**config.mk**
```make
export PLATFORM = sky130hd
export DESIGN_NAME = drive_sequencer
export DESIGN_NICKNAME = d
export VERILOG_FILES = /design/src/rtl/drive_sequencer.sv
export SDC_FILE = /design/constraint.sdc
export NUM_CORES = 1
export LEC_CHECK = 0
export CAP_MARGIN = 20
export CORE_MARGIN = 2
export CORE_UTILIZATION = 57
export CTS_CLUSTER_SIZE = 30
export DETAILED_ROUTE_END_ITERATION = 10
export HOLD_SLACK_MARGIN = 0.1
export PLACE_DENSITY = 0.91
export SLEW_MARGIN = 10
export SYNTH_ARGS = -nofsm -noshare
export SYNTH_HDL_FRONTEND = slang
export SYNTH_SLANG_ARGS = --single-unit
```
**constraint.sdc**
```tcl
create_clock -name clk -period 2.4 [get_ports clk]
set_input_delay 0.36 -clock clk [delete_from_list [all_inputs] [get_ports clk]]
set_output_delay 0.36 -clock clk [all_outputs]
set_load 0.01 [all_outputs]
```
**src/rtl/drive_sequencer.sv**
```systemverilog
// drive_sequencer: runs the search, capture and goal direction controllers in
// turn on the shared drive train. There is a motors-off dead-time before each
// phase, a per-phase timeout that leads to a sticky fault, and pause/abort
// handling. Every output comes from a register.
module drive_sequencer #(
    parameter int DEADTIME_CYC = 100_000,
    parameter int TIMEOUT_CYC  = 1_000_000_000,
    parameter int LOOP         = 0
) (
    input  logic       clk,
    input  logic       rst_n,
    input  logic       start,
    input  logic       pause,
    input  logic       abort,
    input  logic [7:0] cmd0,
    input  logic [7:0] cmd1,
    input  logic [7:0] cmd2,
    input  logic       done0,
    input  logic       done1,
    input  logic       done2,
    output logic       en0,
    output logic       en1,
    output logic       en2,
    output logic       FWD_A,
    output logic       FWD_B,
    output logic       BWD_A,
    output logic       BWD_B,
    output logic [1:0] Duty_SelA,
    output logic [1:0] Duty_SelB,
    output logic [1:0] phase,
    output logic       busy,
    output logic       fault,
    output logic       seq_done
);

    typedef enum logic [2:0] {
        S_IDLE, S_GAP, S_RUN, S_HOLD, S_FINISH, S_FAULT
    } state_t;

    localparam logic [31:0] GAP_LAST = DEADTIME_CYC - 1;
    localparam logic [29:0] TMO_LAST = 30'(TIMEOUT_CYC - 1);

    state_t      state_reg, state_next;
    logic [1:0]  phase_reg, phase_next;
    logic [31:0] gap_cnt_reg, gap_cnt_next;
    logic [29:0] tmo_cnt_reg, tmo_cnt_next;
    logic        pend_reg, pend_next;
    logic        start_d1_reg, start_d2_reg;
    logic        done_d1_reg, done_d2_reg;
    logic [7:0]  motor_reg, motor_next;
    logic [2:0]  en_reg, en_next;
    logic        busy_reg, fault_reg, seq_done_reg;

    logic [7:0]  cmd_sel, cmd_safe;
    logic        done_sel, start_rise, done_rise;
    logic        active, active_next;

    assign cmd_sel    = (phase_reg == 2'd0) ? cmd0 : (phase_reg == 2'd1) ? cmd1 : cmd2;
    assign done_sel   = (phase_reg == 2'd0) ? done0 : (phase_reg == 2'd1) ? done1 : done2;
    assign start_rise = start_d1_reg & ~start_d2_reg;
    assign done_rise  = done_d1_reg & ~done_d2_reg;
    assign active      = (state_reg == S_RUN) || (state_reg == S_HOLD);
    assign active_next = (state_next == S_RUN) || (state_next == S_HOLD);

    // Shoot-through guard: if a motor is asked to go both forward and backward,
    // both of its direction lines are dropped. Duty selects are passed as given.
    assign cmd_safe = {cmd_sel[7] & ~cmd_sel[5], cmd_sel[6] & ~cmd_sel[4],
                       cmd_sel[5] & ~cmd_sel[7], cmd_sel[4] & ~cmd_sel[6],
                       cmd_sel[3:0]};

    // Next state and phase, with abort > pause > done rise > timeout.
    always_comb begin
        state_next = state_reg;
        phase_next = phase_reg;
        pend_next  = 1'b0;
        case (state_reg)
            S_IDLE: begin
                if (start_rise) begin
                    state_next = S_GAP;
                    phase_next = 2'd0;
                end
            end
            S_GAP: begin
                if (gap_cnt_reg == GAP_LAST) state_next = S_RUN;
            end
            S_RUN: begin
                if (pause) begin
                    state_next = S_HOLD;
                    pend_next  = pend_reg | done_rise;
                end else if (done_rise || pend_reg) begin
                    if (phase_reg == 2'd2) begin
                        state_next = S_FINISH;
                    end else begin
                        state_next = S_GAP;
                        phase_next = phase_reg + 2'd1;
                    end
                end else if (tmo_cnt_reg >= TMO_LAST) begin
                    state_next = S_FAULT;
                end
            end
            S_HOLD: begin
                // A done edge seen while paused is kept and acted on back in RUN.
                pend_next = pend_reg | done_rise;
                if (!pause) state_next = S_RUN;
            end
            S_FINISH: begin
                state_next = (LOOP != 0) ? S_GAP : S_IDLE;
                phase_next = 2'd0;
            end
            S_FAULT: state_next = S_FAULT;
            default: begin
                state_next = S_IDLE;
                phase_next = 2'd0;
            end
        endcase
        if (abort) begin
            state_next = S_IDLE;
            phase_next = 2'd0;
            pend_next  = 1'b0;
        end
    end

    // Counter and output values to be registered. Motors follow cmd only while
    // RUN is held, which gives cmd one cycle of latency after enable rises.
    always_comb begin
        gap_cnt_next = 32'd0;
        tmo_cnt_next = 30'd0;
        motor_next   = 8'd0;
        if (state_reg == S_GAP && state_next == S_GAP) gap_cnt_next = gap_cnt_reg + 32'd1;
        if (active && active_next)
            tmo_cnt_next = (state_reg == S_RUN) ? tmo_cnt_reg + 30'd1 : tmo_cnt_reg;
        if (state_reg == S_RUN && state_next == S_RUN) motor_next = cmd_safe;
    end

    // Each phase controller is enabled for all of its RUN/HOLD time.
    for (genvar gi = 0; gi < 3; gi++) begin : g_en
        assign en_next[gi] = active_next && (phase_next == 2'(gi));
    end

    // State, counters, edge detectors and output registers.
    always_ff @(posedge clk or negedge rst_n) begin
        if (!rst_n) begin
            state_reg    <= S_IDLE;
            phase_reg    <= 2'd0;
            gap_cnt_reg  <= 32'd0;
            tmo_cnt_reg  <= 30'd0;
            pend_reg     <= 1'b0;
            start_d1_reg <= 1'b0;
            start_d2_reg <= 1'b0;
            done_d1_reg  <= 1'b0;
            done_d2_reg  <= 1'b0;
            motor_reg    <= 8'd0;
            en_reg       <= 3'd0;
            busy_reg     <= 1'b0;
            fault_reg    <= 1'b0;
            seq_done_reg <= 1'b0;
        end else begin
            state_reg    <= state_next;
            phase_reg    <= phase_next;
            gap_cnt_reg  <= gap_cnt_next;
            tmo_cnt_reg  <= tmo_cnt_next;
            pend_reg     <= pend_next;
            start_d1_reg <= start;
            start_d2_reg <= start_d1_reg;
            // Outside RUN/HOLD both stages load the current level. A done signal
            // that is already high when RUN begins is then not seen as an edge.
            done_d1_reg  <= done_sel;
            done_d2_reg  <= active ? done_d1_reg : done_sel;
            motor_reg    <= motor_next;
            en_reg       <= en_next;
            busy_reg     <= (state_next != S_IDLE) && (state_next != S_FAULT);
            fault_reg    <= (state_next == S_FAULT);
            seq_done_reg <= (state_next == S_FINISH);
        end
    end

    assign {en2, en1, en0}             = en_reg;
    assign {FWD_A, FWD_B, BWD_A, BWD_B} = motor_reg[7:4];
    assign Duty_SelA                   = motor_reg[3:2];
    assign Duty_SelB                   = motor_reg[1:0];
    assign phase                       = phase_reg;
    assign busy                        = busy_reg;
    assign fault                       = fault_reg;
    assign seq_done                    = seq_done_reg;

endmodule

```
Fig. 1: run 1, metal 1
Drawn at 4 px/um. Supply wires on this layer in gray.
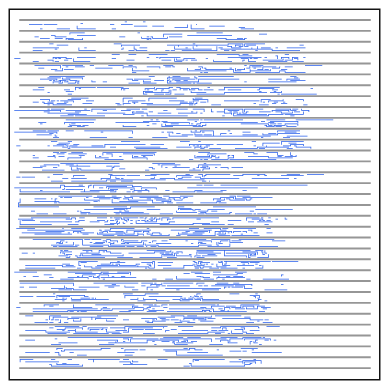
longest straight run	21.6 um
nets with wire on the layer	510
wire length on this layer	4210 um
main direction	horizontal
share of all routed wire	41%
count of vias placed by the detailed router: 3723
met1 GRT Util: 32.3%
total length of routed wires: 10.2 mm

Fig. 2: run 1, M2 wires
Drawn at 3 px/um.
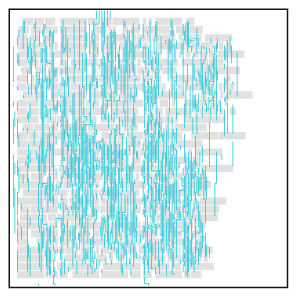
wire length on this layer	5140 um
share of all routed wire	51%
met2 track utilization from global routing: 42.0%

Fig. 3: run 1, metal 3
Drawn at 4 px/um.
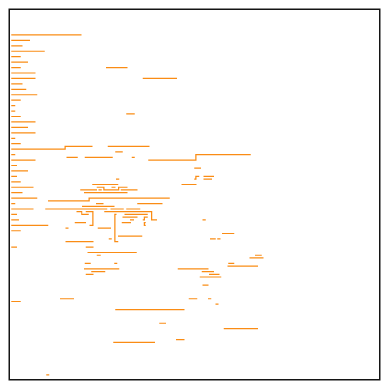
share of all routed wire	5.0%
nets with wire on the layer	85
longest straight run	20.0 um
fraction of met3 tracks used by global routing: 3.86%

==> GITHUB_STEP_SUMMARY, run 1 <==
## PnR job results

| Metric | Value |
|---|---|
| Switching share of power | 22.1% |
| Startpoint kind of the worst setup timing path | flip-flop |
| Yosys top cell by instances | dfrtp_1 |
| Vias in the first global route | 3706 |
| Vias per cell | about 5.9 |
| Global-route congestion overflow total | 0 |
| Wire length of the first global-routing pass | 17.0 mm |
| Internal power of the cells | between 0.002 and 0.0025 W |
| Port Buffer Count | between 40 and 50 |
| Number of buffers added by the clock tree synthesis step | 9 |
| Clock share of power | 40.9% |
| Hold slack | approximately 0.40 ns |
| Data arrival time at the worst-slack endpoint | between 2 and 3 ns |
| Final Hold Violating Endpoints | 0 |
| ClkCell Share | 4.03% |
| Number of well taps | roughly 100 |
| Fraction of power consumed by sequential logic | a little over half |
| Fp_density | 58.0% |
| Top power consumer group | registers |
| Register fraction of the total cell area | 40.3% |
| DP Cell Count | a little over 600 |
| Number of ordinary inverters in the final layout | 15 |
| CORE AREA | approximately 7600 um2 |
| Final GP Congestion | approximately 0.85 |
| Post-layout minimum cycle time | between 2 and 2.5 ns |
| Critical path buffer and inverter count | 0 |
| Nets at Floorplan | 502 |
| Outcome | finished clean |
| Leakage power summed over all cells | roughly 2.1 nW |
| Tally of yosys warning messages | 0 |
| Power consumed by the clock network | about 0.0011 W |
| Final core occ | a little over two thirds |
| Hold-fix buffers at CTS | 1 |
| Xor and xnor fraction of the mapped netlist area | between 10 and 15% |
| CTS H-tree lvls | 3 |
## run 1: final timing paths
kind	from	end	slack [ns]	cells past startpoint
hold / removal	start_d1_reg$_DFF_PN0_	start_d2_reg$_DFF_PN0_	0.40	0
setup / recovery	gap_cnt_reg[0]$_DFF_PN0_	motor_reg[7]$_DFF_PN0_	0.03	7
min in group asynchronous	rst_n	tmo_cnt_reg[7]$_DFFE_PN0P_	0.53	2
hold reg to reg	start_d1_reg$_DFF_PN0_	start_d2_reg$_DFF_PN0_	0.40	0
max in group asynchronous	rst_n	gap_cnt_reg[20]$_DFF_PN0_	1.25	3
setup reg to reg	gap_cnt_reg[0]$_DFF_PN0_	motor_reg[7]$_DFF_PN0_	0.03	7
Fig. 4: run 1, met4 routing
Drawn at 4 px/um. Supply wires on this layer in gray.
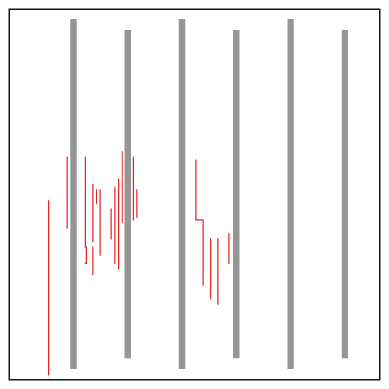

==> run 2: changes to the inputs <==
--- a/config.mk
+++ b/config.mk
@@ -6,13 +6,11 @@
 export NUM_CORES = 1
 export LEC_CHECK = 0
 export CAP_MARGIN = 20
-export CORE_MARGIN = 2
 export CORE_UTILIZATION = 57
 export CTS_CLUSTER_SIZE = 30
 export DETAILED_ROUTE_END_ITERATION = 10
 export HOLD_SLACK_MARGIN = 0.1
 export PLACE_DENSITY = 0.91
-export SLEW_MARGIN = 10
 export SYNTH_ARGS = -nofsm -noshare
 export SYNTH_HDL_FRONTEND = slang
 export SYNTH_SLANG_ARGS = --single-unit
Fig. 5: run 2, met4 routing
Drawn at 4 px/um. Supply wires on this layer in gray.
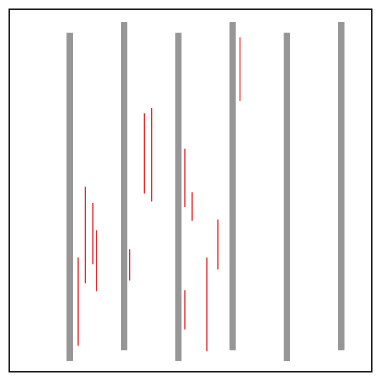
share of all routed wire	2.0%
nets with wire on the layer	11
total length of routed wires: 10.6 mm
count of vias placed by the detailed router: 3781

Fig. 6: run 2, metal 1
Drawn at 4 px/um. Supply wires on this layer in gray.
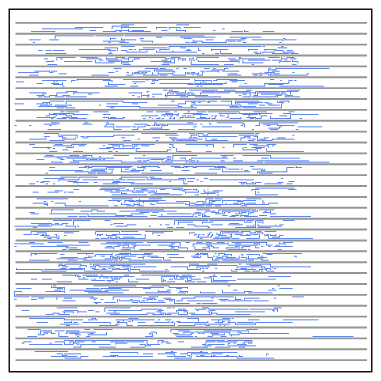
share of all routed wire	41%
longest straight run	23.0 um
met1 GRT Util: 35.6%

Fig. 7: run 2, M2 wires
Drawn at 3 px/um.
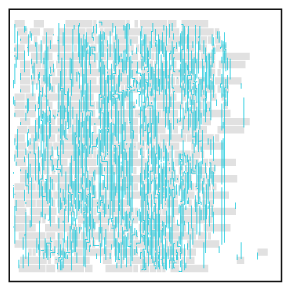
nets with wire on the layer	498
share of all routed wire	49%
longest straight run	51.5 um
wire length on this layer	5270 um
met2 track utilization from global routing: 42.9%

==> GITHUB_STEP_SUMMARY, run 2 <==
## PnR job results

| Metric | Value |
|---|---|
| Cells along the critical path | nor4b_2, nand4_1, or3_4, a211oi_4, o211ai_1, buf_12, a21oi_1 (was ha_2, and4_1, nand2_1, or3_4, a211oi_4, o21ai_2, nor4bb_1) |
| Internal power of the cells | 0.00223 W (was 0.00212 W) |
| Detailed-route DRC error count | 0 (unchanged) |
| Cells on Worst Hold Path | 0 (unchanged) |
| Hold slack | 0.385 ns (was 0.400 ns) |
| Total number of placement rows | 31 (was 32) |
| CORE AREA | 7410 um2 (was 7650 um2) |
| Startpoint kind of the worst setup timing path | flip-flop (unchanged) |
| Simple share | 27.1% (unchanged) |
| Tally of yosys warning messages | 0 (unchanged) |
| Vias in the first global route | 3783 (was 3706) |
| Number of cell instances on the worst register-to-register path | 7 (unchanged) |
| Fraction of power consumed by sequential logic | 51.6% (was 53.7%) |
| Destination of the worst hold path | start_d2_reg$_DFF_PN0_ (unchanged) |
| DR pass1 iterations | 6 (was 5) |
| Critical path buffer and inverter count | 1 (was 0) |
| Terminus of the critical flop-to-flop path | tmo_cnt_reg[26]$_DFFE_PN0P_ (was motor_reg[7]$_DFF_PN0_) |
| Number of well taps | 99 (was 102) |
| CTS H-tree lvls | 3 (unchanged) |
| Number of buffers added by the clock tree synthesis step | 9 (unchanged) |
| DP Cell Count | 606 (was 609) |
| Post-synthesis cell count | 464 (unchanged) |
| Clock share of power | 43.1% (was 40.9%) |
| Final Hold Violating Endpoints | 0 (unchanged) |
| FA/HA/MAJ Cells, Area Fraction | 1.69% (unchanged) |
| Global-route congestion overflow total | 0 (unchanged) |
| Xor and xnor fraction of the mapped netlist area | 10.1% (unchanged) |
| Number of ordinary inverters in the final layout | 15 (unchanged) |
| Average routed wire per standard cell | 17.0 um (was 16.2 um) |
| Final-layout clock buffer total | 11 (unchanged) |
| RR Startpoint | gap_cnt_reg[14]$_DFF_PN0_ (was gap_cnt_reg[0]$_DFF_PN0_) |
| Outcome | finished clean (unchanged) |
| Comb/total area | 40.9% (about the same) |
| Half-perimeter wire length after detailed placement | 6.83 mm (was 6.70 mm) |
| Setup slack, reg-to-reg | 0.02 ns (was 0.03 ns) |
| Share of cells above drive strength 1 | 9.13% (was 8.38%) |
| Grt peak-use layer | met2 (unchanged) |
| Multi-input gate count | 347 (unchanged) |
| End point of the critical path | tmo_cnt_reg[26]$_DFFE_PN0P_ (was motor_reg[7]$_DFF_PN0_) |
| Worst hold path startpoint | start_d1_reg$_DFF_PN0_ (unchanged) |
| Total cells reported by yosys after synthesis | 464 (unchanged) |
| P per Cell Area | 526 nW/um2 (was 510 nW/um2) |
| Fraction of met3 tracks used by global routing | 6.90% (was 3.86%) |
| Final GP Congestion | 0.928 (was 0.847) |
| Port Buffer Count | 47 (unchanged) |
| Fp_density | 59.9% (was 58.0%) |
| Yosys top cell by instances | dfrtp_1 (unchanged) |
| Leakage power summed over all cells | 2.11 nW (was 2.08 nW) |
| Register fraction of the total cell area | 40.0% (was 40.3%) |
| Vias per cell | 6.05 (was 5.94) |
| Timing-limited maximum frequency | 421 MHz (was 422 MHz) |
| Horizontal die dimension | 90.3 um (was 92.3 um) |
| Critical Path Start | gap_cnt_reg[14]$_DFF_PN0_ (was gap_cnt_reg[0]$_DFF_PN0_) |
| Switching share of power | 21.3% (was 22.1%) |
| Final core occ | 72.6% (was 69.7%) |
| Data arrival time at the worst-slack endpoint | 2.64 ns (was 2.61 ns) |
| Post-placement worst setup slack | 0.0359 ns (was 0.0908 ns) |
| Clock root buffer | clkbuf_8 (unchanged) |
| Logic depth of the worst path, buffers included | 7 (unchanged) |
| Wire length of the first global-routing pass | 17.8 mm (was 17.0 mm) |
| Clock Latency Late Sink | 0.35 ns (was 0.36 ns) |
| Post-layout minimum cycle time | 2.38 ns (was 2.37 ns) |
| ClkCell Share | 4.42% (was 4.03%) |
| Die area | 8150 um2 (was 8510 um2) |
| Slowest Stage Delay on Critical Path | 0.45 ns (about the same) |
| Number of warning messages in the logs | 29 (was 30) |
| Nets at Floorplan | 502 (unchanged) |
run 2: cell count changes in the layout (fill, tap and decap cells not counted), sizes merged:
cell	previous run	this run
clkinvlp	2	0
buf	14	15
inv	15	16
bufinv	2	3
run 2: power by group through the flow:
stage / logic, W / clock network (W) / registers, W
2_1_floorplan: 0.0000433 / 0 / 0.00149
3_3_place_gp: 0.000139 / 0 / 0.00149
3_5_place_dp: 0.000143 / 0 / 0.00149
4_1_cts: 0.000146 / 0.00121 / 0.00146
5_1_grt: 0.000166 / 0.00128 / 0.00146
6_report: 0.000149 / 0.00122 / 0.00146
run 2: timing repair:
action	in CTS	in global routing
hold buffers	1	0
endpoints found under the setup margin	0	42
endpoints found under the hold margin	35	0
gates resized	0	8
buffers inserted	0	2
Fig. 8: run 2, metal 3
Drawn at 4 px/um.
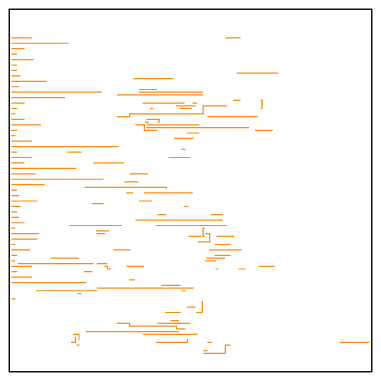

==> run 3: changes to the inputs <==
--- a/config.mk
+++ b/config.mk
@@ -6,6 +6,7 @@
 export NUM_CORES = 1
 export LEC_CHECK = 0
 export CAP_MARGIN = 20
+export CORE_MARGIN = 3
 export CORE_UTILIZATION = 57
 export CTS_CLUSTER_SIZE = 30
 export DETAILED_ROUTE_END_ITERATION = 10
==> constraint.sdc (replaced) <==
create_clock -name clk -period 2.4 [get_ports clk]
set_input_delay 0.36 -clock clk [delete_from_list [all_inputs] [get_ports clk]]
set_output_delay 0.36 -clock clk [all_outputs]
set_load 0.05 [all_outputs]
Fig. 9: run 3, metal 3
Drawn at 4 px/um.
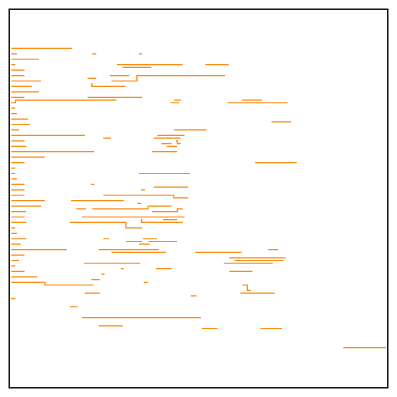
main direction	horizontal
wire length on this layer	739 um
longest straight run	29.4 um
nets with wire on the layer	97
share of all routed wire	7.5%
count of vias placed by the detailed router: 3663
fraction of met3 tracks used by global routing: 5.21%
total length of routed wires: 9.89 mm

Fig. 10: run 3, metal 1
Drawn at 4 px/um. Supply wires on this layer in gray.
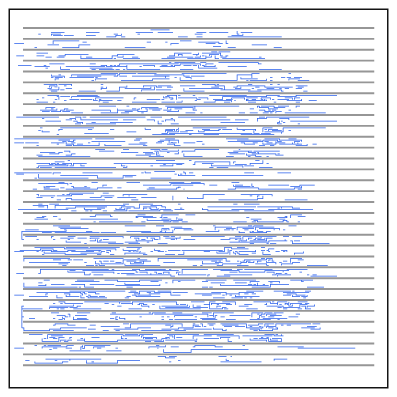
longest straight run	20.7 um
share of all routed wire	41%
nets with wire on the layer	503
main direction	horizontal
met1 GRT Util: 32.3%

==> GITHUB_STEP_SUMMARY, run 3 <==
## PnR job results

| Metric | Value |
|---|---|
| Post-layout minimum cycle time | 2.32 ns (was 2.38 ns) |
| Leakage power summed over all cells | 2.09 nW (was 2.11 nW) |
| Tally of yosys warning messages | 0 (unchanged) |
| Most used logic cell in the final layout | dfrtp_1 (unchanged) |
| Vias per cell | 5.88 (was 6.05) |
| FA/HA/MAJ Cells, Area Fraction | 1.69% (unchanged) |
| Global-route congestion overflow total | 0 (unchanged) |
| Post-synthesis cell count | 464 (unchanged) |
| Met2 track utilization from global routing | 38.8% (was 42.9%) |
| Cells along the critical path | ha_2, and4_1, nand2_1, or3_4, a211oi_4, o211ai_1, buf_12, nor2_1 (was nor4b_2, nand4_1, or3_4, a211oi_4, o211ai_1, buf_12, a21oi_1) |
| Dominant combinational cell family by area after synthesis | simple AND/OR/NAND/NOR gates (unchanged) |
| Wire length of the first global-routing pass | 16.8 mm (was 17.8 mm) |
| Internal power of the cells | 0.00210 W (was 0.00223 W) |
| Timing-limited maximum frequency | 430 MHz (was 421 MHz) |
| Number of buffers added by the clock tree synthesis step | 9 (unchanged) |
| Nets at Floorplan | 502 (unchanged) |
| Yosys top cell by instances | dfrtp_1 (unchanged) |
| Layout area overhead | 20.0% (was 21.2%) |
| Final Hold Violating Endpoints | 0 (unchanged) |
| DP Cell Count | 606 (unchanged) |
| ClkCell Share | 3.80% (was 4.42%) |
| Clock Latency Late Sink | 0.35 ns (about the same) |
| Power consumed by the clock network | 0.00107 W (was 0.00122 W) |
| Horizontal die dimension | 94.3 um (was 90.3 um) |
| Detailed-route DRC error count | 0 (unchanged) |
| Grt peak-use layer | met2 (unchanged) |
| Fraction of power consumed by sequential logic | 54.5% (was 51.6%) |
| Port Buffer Count | 47 (unchanged) |
| Register fraction of the total cell area | 40.4% (was 40.0%) |
| Top power consumer group | registers (unchanged) |
| Data arrival time at the worst-slack endpoint | 2.60 ns (was 2.64 ns) |
| Relative slew margins | 54.5% (was 55.5%) |
| Switching share of power | 21.5% (was 21.3%) |
| Simple share | 27.1% (unchanged) |
| Setup slack, reg-to-reg | 0.08 ns (was 0.02 ns) |
| Hold slack | 0.394 ns (was 0.385 ns) |
| Half-perimeter wire length after detailed placement | 6.89 mm (was 6.83 mm) |
| DR pass1 iterations | 4 (was 6) |
| Number of well taps | 99 (unchanged) |
| Critical Path Start | gap_cnt_reg[0]$_DFF_PN0_ (was gap_cnt_reg[14]$_DFF_PN0_) |
| Critical path buffer and inverter count | 1 (unchanged) |
| Final core occ | 71.9% (was 72.6%) |
| Slowest Stage Delay on Critical Path | 0.44 ns (was 0.45 ns) |
| Total number of placement rows | 31 (unchanged) |
| Seq power | 0.00146 W (about the same) |
| RR Startpoint | gap_cnt_reg[0]$_DFF_PN0_ (was gap_cnt_reg[14]$_DFF_PN0_) |
| Final GP Congestion | 0.851 (was 0.928) |
| Max FFs per register | 32 (unchanged) |
| Clock root buffer | clkbuf_8 (unchanged) |
| Startpoint kind of the worst setup timing path | flip-flop (unchanged) |
| Setup tns final | 0 ns (unchanged) |
| Total area of sequential cells | 2150 um2 (unchanged) |
| Power consumed by combinational cells | 0.000150 W (was 0.000149 W) |
| Clock share of power | 39.9% (was 43.1%) |
| Total cells reported by yosys after synthesis | 464 (unchanged) |
| Vias in the first global route | 3549 (was 3783) |
| Number of ordinary inverters in the final layout | 15 (unchanged) |
| Buffer count from post-CTS setup fixing | 0 (unchanged) |
| CTS H-tree lvls | 3 (unchanged) |
| P per Cell Area | 503 nW/um2 (was 526 nW/um2) |
| Biggest Area Class | multi-input combinational cells (unchanged) |
| Die area | 8880 um2 (was 8150 um2) |
| CORE AREA | 7410 um2 (unchanged) |
| Hold-fix buffers at CTS | 1 (unchanged) |
| Number of top-level design ports | 48 (unchanged) |
| Multi-input gate count | 347 (unchanged) |
| Comb/total area | 41.2% (was 40.9%) |
| Number of warning messages in the logs | 29 (unchanged) |
| Post-placement worst setup slack | 0.0646 ns (was 0.0359 ns) |
| Outcome | finished clean (unchanged) |
| Fp_density | 59.9% (unchanged) |
| Xor and xnor fraction of the mapped netlist area | 10.1% (unchanged) |
| Total of cells resized after clock tree synthesis | 1 (was 0) |
| Worst hold path startpoint | start_d1_reg$_DFF_PN0_ (unchanged) |
| Floorplan die height | 94.3 um (was 90.3 um) |
| Average routed wire per standard cell | 15.9 um (was 17.0 um) |
| Worst-Margin Slew | 0.678 ns (was 0.662 ns) |
| Final-layout clock buffer total | 10 (was 11) |
| Share of cells above drive strength 1 | 8.78% (was 9.13%) |
| Number of setup violations in the final report | 0 (unchanged) |
Fig. 11: run 3, met4 routing
Drawn at 4 px/um. Supply wires on this layer in gray.
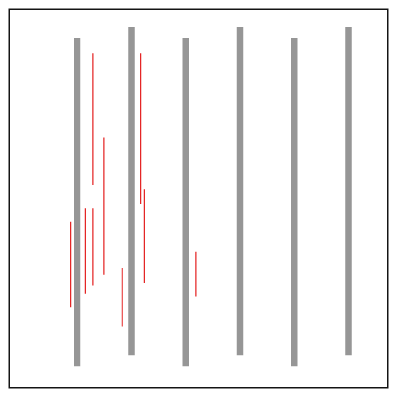
main direction	vertical
nets with wire on the layer	8
share of all routed wire	2.2%
longest straight run	37.4 um

run 3: cell counts after synthesis:
Identical to the previous run, type by type.
run 3: worst paths after layout:
| kind | to | cells past startpoint |
|---|---|---|
| hold reg to reg | start_d2_reg$_DFF_PN0_ | 0 |
| setup / recovery | tmo_cnt_reg[7]$_DFFE_PN0P_ | 8 |
| setup reg to reg | tmo_cnt_reg[7]$_DFFE_PN0P_ | 8 |
| hold / removal | start_d2_reg$_DFF_PN0_ | 0 |
| max in group asynchronous | gap_cnt_reg[1]$_DFF_PN0_ | 3 |
| min in group asynchronous | tmo_cnt_reg[23]$_DFFE_PN0P_ | 2 |
run 3: kinds of logic (layout without fill, tap and decap cells):
logic type,Yosys count,in the layout
fa+ha+maj,6,6
flops,86,86
compound gates,51,51
mux,11,11
xor+xnor,51,51
buf+inv,31,91
simple gates,228,228
Power and IR drop assume default switching activity.
